**src/rtl/obstacle_scheduler.sv**
```systemverilog
// Obstacle slot scheduler: spawns/scrolls/retires obstacles on step_tick, flags player collision.
// Latency: slot state 1 clk after step_tick; collision 1 clk after overlap. No backpressure: a spawn with no free slot waits for a later tick.
// Build option OBSTACLE_RANDOM_EN: LFSR-driven spawn y and spawn gap; otherwise FIXED_Y and GAP_MIN.
module obstacle_scheduler #(
    parameter int          NUM_SLOTS = 4,
    parameter int          X_START   = 127,
    parameter int          PLAYER_X  = 16,
    parameter int          OBS_H     = 8,
    parameter int          GAP_MIN   = 32,
    parameter int          FIXED_Y   = 0,
    parameter logic [15:0] SEED      = 16'hACE1
) (
    input  logic                     clk,
    input  logic                     rst_n,
    input  logic                     obstacle_enable,
    input  logic                     step_tick,
    input  logic [6:0]               player_y,
    output logic [NUM_SLOTS-1:0]     slot_valid,
    output logic [7*NUM_SLOTS-1:0]   obs_x,
    output logic [7*NUM_SLOTS-1:0]   obs_y,
    output logic [2:0]               obs_count,
    output logic                     spawn_pulse,
    output logic                     collision_detected
);
    localparam int GW = $clog2(GAP_MIN + 16) + 1;

    logic [15:0]          lfsr;
    logic [15:0]          lfsr_next;
    logic [GW-1:0]        gap_cnt;
    logic [GW-1:0]        gap_reload;
    logic [NUM_SLOTS-1:0] valid_q;
    logic [6:0]           x_q [NUM_SLOTS];
    logic [6:0]           y_q [NUM_SLOTS];
    logic [NUM_SLOTS-1:0] spawn_oh;
    logic                 spawn_ok;
    logic                 spawn_req;
    logic [6:0]           spawn_y;
    logic                 hit;
    logic                 spawn_pulse_q;
    logic                 collision_q;
    logic                 unused_lfsr;

    assign lfsr_next   = {1'b0, lfsr[15:1]} ^ (lfsr[0] ? 16'hB400 : 16'h0000);
    assign unused_lfsr = ^lfsr;

`ifdef OBSTACLE_RANDOM_EN
    assign spawn_y    = {1'b0, lfsr[5:0]};
    assign gap_reload = GW'(GAP_MIN) + GW'(lfsr[11:8]);
`else
    assign spawn_y    = 7'(FIXED_Y);
    assign gap_reload = GW'(GAP_MIN);
`endif

    assign spawn_req = (gap_cnt <= GW'(1));

    // Only slots free before this tick are candidates, so a retiring slot is never reused on the same tick.
    always_comb begin
        logic found;
        found    = 1'b0;
        spawn_oh = '0;
        for (int i = 0; i < NUM_SLOTS; i++) begin
            if (!valid_q[i] && !found) begin
                spawn_oh[i] = 1'b1;
                found       = 1'b1;
            end
        end
        spawn_ok = spawn_req && found;
    end

    always_comb begin
        hit       = 1'b0;
        obs_count = 3'd0;
        for (int i = 0; i < NUM_SLOTS; i++) begin
            obs_count = obs_count + 3'(valid_q[i]);
            if (valid_q[i] && (x_q[i] == 7'(PLAYER_X)) &&
                ({1'b0, y_q[i]} <= {1'b0, player_y}) &&
                ({1'b0, player_y} <= ({1'b0, y_q[i]} + 8'(OBS_H - 1))))
                hit = 1'b1;
        end
    end

    always_ff @(posedge clk or negedge rst_n) begin
        if (!rst_n) begin
            lfsr          <= SEED;
            gap_cnt       <= GW'(GAP_MIN);
            valid_q       <= '0;
            spawn_pulse_q <= 1'b0;
            collision_q   <= 1'b0;
            for (int i = 0; i < NUM_SLOTS; i++) begin
                x_q[i] <= 7'd0;
                y_q[i] <= 7'd0;
            end
        end else begin
            lfsr <= lfsr_next;
            if (!obstacle_enable) begin
                gap_cnt       <= GW'(GAP_MIN);
                valid_q       <= '0;
                spawn_pulse_q <= 1'b0;
                collision_q   <= 1'b0;
                for (int i = 0; i < NUM_SLOTS; i++) begin
                    x_q[i] <= 7'd0;
                    y_q[i] <= 7'd0;
                end
            end else begin
                spawn_pulse_q <= 1'b0;
                collision_q   <= collision_q | hit;
                if (step_tick) begin
                    for (int i = 0; i < NUM_SLOTS; i++) begin
                        if (valid_q[i]) begin
                            if (x_q[i] == 7'd0)
                                valid_q[i] <= 1'b0;
                            else
                                x_q[i] <= x_q[i] - 7'd1;
                        end else if (spawn_ok && spawn_oh[i]) begin
                            valid_q[i] <= 1'b1;
                            x_q[i]     <= 7'(X_START);
                            y_q[i]     <= spawn_y;
                        end
                    end
                    if (spawn_ok) begin
                        gap_cnt       <= gap_reload;
                        spawn_pulse_q <= 1'b1;
                    end else if (!spawn_req) begin
                        gap_cnt <= gap_cnt - GW'(1);
                    end
                end
            end
        end
    end

    for (genvar g = 0; g < NUM_SLOTS; g++) begin : g_pack
        assign obs_x[7*g +: 7] = x_q[g];
        assign obs_y[7*g +: 7] = y_q[g];
    end

    assign slot_valid         = valid_q;
    assign spawn_pulse        = spawn_pulse_q;
    assign collision_detected = collision_q;
endmodule

```
**config.mk**
```make
export PLATFORM = sky130hd
export DESIGN_NAME = obstacle_scheduler
export DESIGN_NICKNAME = d
export VERILOG_FILES = /design/src/rtl/obstacle_scheduler.sv
export SDC_FILE = /design/constraint.sdc
export NUM_CORES = 1
export LEC_CHECK = 0
export CORE_UTILIZATION = 35
export DETAILED_ROUTE_END_ITERATION = 7
export PLACE_DENSITY_LB_ADDON = 0.2
export RECOVER_POWER = 50
export SETUP_SLACK_MARGIN = 0.15
export SKIP_LAST_GASP = 1
export SYNTH_ARGS = -nofsm -noshare
export SYNTH_HDL_FRONTEND = slang
export SYNTH_SLANG_ARGS = --single-unit
```
**constraint.sdc**
```tcl
create_clock -name clk -period 2.5 [get_ports clk]
set_input_delay 0.5 -clock clk [delete_from_list [all_inputs] [get_ports clk]]
set_output_delay 0.5 -clock clk [all_outputs]
set_load 0.005 [all_outputs]
```
==> images/zoom.png <==
Region (26, 7) to (66, 47) um. Cells in gray, sequential cells in the stronger gray; small squares are vias.
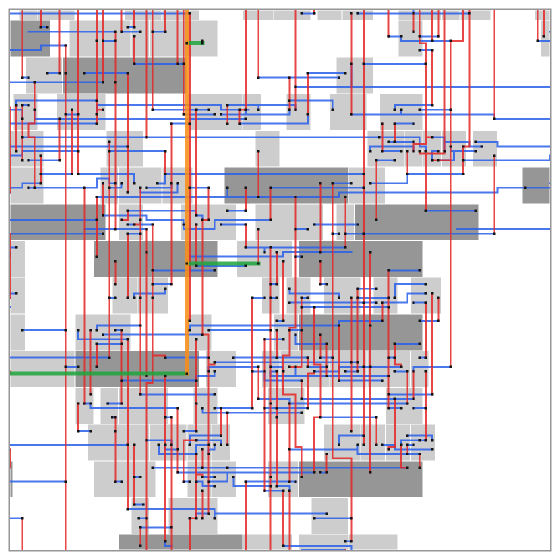
Orange marks met4. Red marks met2. Blue marks met1. Green marks met3.
Sequential cells in the window: 9. Netlist names of flops here include obs_x (7). Most frequent: dfrtp_1 (9), nand2_1 (7). 79 logic cells have their middle in the window.

==> images/final_placement.png <==
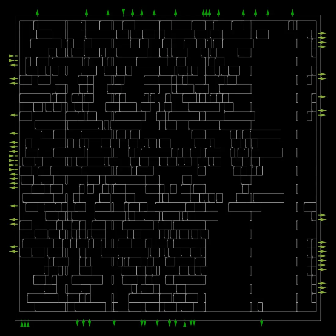
core area: 0.00773 mm^2
Cell Rows: 32

==> images/met3.png <==
Scale bar: 20 um.
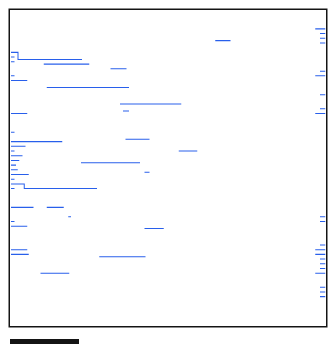
The wires run mostly horizontal. The longest straight run is 23.5 um.

==> images/metal_stack.png <==
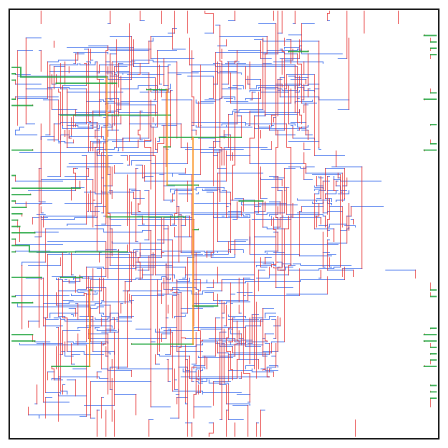
Blue marks met1, wire length 3060 um. Green marks met3, wire length 271 um. Red marks met2, wire length 3230 um. Orange marks met4, wire length 111 um.

==> qor.yml <==
finalSetupViolations: 0
place_area_mm2: 0.00332
grt_first_pass_wirelength_mm: 11.4
outcome: "finished, final reports clean"
r2r-start: "gap_cnt[2]$_DFFE_PN0P_"
syn_area_mm2: 0.00280
postCtsResizedCells: 11
initCoreUtil_pct: 36.3
hold_path.class: "in -> async"
yosysChipArea_mm2: 0.00280
synth_cell_types: 51
syn_inst: 311
timing.fmax_ghz: 0.432
ys.flops: 41
grt_use_met2_pct: 28.8
layoutNonFillerInstCount: 466
drtIter0Drc: 64
powerDensity_mw_per_mm2: 477
critPathSlowestCell: "fa_1"
dieWidth_um: 91.5
cp.depth: 6
cts_root_buf: "clkbuf_8"
dp_hpwl_mm: 4.71
io_pins: 76
worstPathArrival_ns: 1.82
adder_share_pct: 6.96
grt_usage_pct: 17.0
synth-seq-area-share_pct: 36.7
crit_path_max_fanout: 2
max_slew_margin_pct: 18.7
power_mw: 1.64
min_period_ns: 2.32
vias: 2447
ir_worst_vdd_mv: 0.206
mux_share_pct: 3.44
routedWlPerCell_um: 14.3
utilization_pct: 44.4
path_delay_family: "adder cells"
path_clk_slew_ns: 0.08
met3_length_um: 270
critPathBufInv: 3
fin_area_mm2: 0.00343
final_layout_top_logic_cells: "dfrtp_1, nand2_1, conb_1, clkdlybuf4s50_1, a21oi_1"
via_per_inst: 5.25
drive_gt1_share_pct: 14.3
top_layer_used: "met4"
largest_reg_flops: 28
r2r_end: "obs_x[22]$_DFFE_PN0P_"
clock_latency_ns: 0.30
ff2ff_path_depth: 4
cts_setup_buffers: 1
critPathCaptureType: "output port"
yosys_warnings: 0
h-tree-depth: 2
grt_max_degree: 22
yosys.cell_count.top_type: "dfrtp_1"
required_ns: 2.00
use_met1_pct: 21.6
final_hold_viol_count: 0
cts_buffer_depth: 2
die_area_mm2: 0.00837
flop_cell: "dfrtp_1"
antenna_found_initial: 0
wl_met1_mm: 3.06
crit_path_end: "obs_count[1]"
route.detailed.drc: 0
path_class: "reg -> out"
cts_sinks: 41
top_logic_kind: "AND-OR/OR-AND gates"
xor_share_pct: 0
met3_usage_pct: 3.35
grt_busiest_layer: "met2"
synth-edff-count: 0
power_leakage_nw: 1.60
cts_hold_repair.buffers: 0
ys_sh_aoi_pct: 20.7
place_inst: 457
ys_cells: 311
fin_worst_skew_ns: 0.00912
firstDrtPassIters: 4
grt.overflow.total: 0
ant_nets: 0
antenna_cells: 0
synth-simple-area-share_pct: 20.2
syn2layout_area_growth_pct: 22.3
fill_cells: 777
tns_ns: 0
top_cell_area_share_pct: 35.7
common_cells: "dfrtp_1, nand2_1, buf_4"
wl_mm: 6.67
synth.avg_cell_area_um2: 9.01
r2r_setup_slack_ns: 0.29
period_used_pct: 92.7
grt_pass1_vias: 2288
report.final.slew_viol_count: 0
synthArstFlopShare_pct: 100
portBuffers: 44
synthTopCellsByArea: "dfrtp_1, buf_4, ha_1"
max_cap_viol_count: 0
cts_tree: "yes"
gp_congestion: 0.800
dieHeight_um: 91.5
crit_path_start_kind: "flip-flop"
tool_warnings: 37
path_cells: "inv_2 -> fa_1 -> inv_2 -> ha_4 -> ha_4 -> buf_6"
crit_start: "slot_valid[0]$_DFFE_PN0P_"
fin_nets: 389
yosysTopAreaCell: "dfrtp_1"
wl_met2_mm: 3.23
lay_top_count: "dfrtp_1"
tightest_slew_ns: 1.22
crit_path_max_incr_delay_ns: 0.55
cts_buffers: 5
rsz0062_at_grt: "yes"
metrics by stage:
| stage | setup WS (ns) | hold WS (ns) |
|---|---|---|
| 5_1_grt | 0.0872 | 0.511 |
| 4_1_cts | 0.154 | 0.183 |
| 2_1_floorplan | 0.260 | 0.204 |
| 3_3_place_gp | 0.0714 | 0.505 |
| 6_report | 0.183 | 0.433 |
| 3_5_place_dp | 0.0928 | 0.518 |
power breakdown:
group	leakage [nW]	internal [mW]	switching, mW
Sequential	0.564	0.713	0.0582
Combinational	0.996	0.209	0.220
Clock	0.0450	0.194	0.241
area by class of cell:
cell class	count	area [um^2]	share of cell area (%)
timing repair buffer	59	548	16.0
tap	102	128	3.72
clock buffer	6	72.6	2.12
inverter	19	71.3	2.08
sequential	41	1030	30.0
multi-input combinational	237	1570	45.8
clock inverter	2	10.0	0.292
Power is estimated from default activity; no workload was simulated.
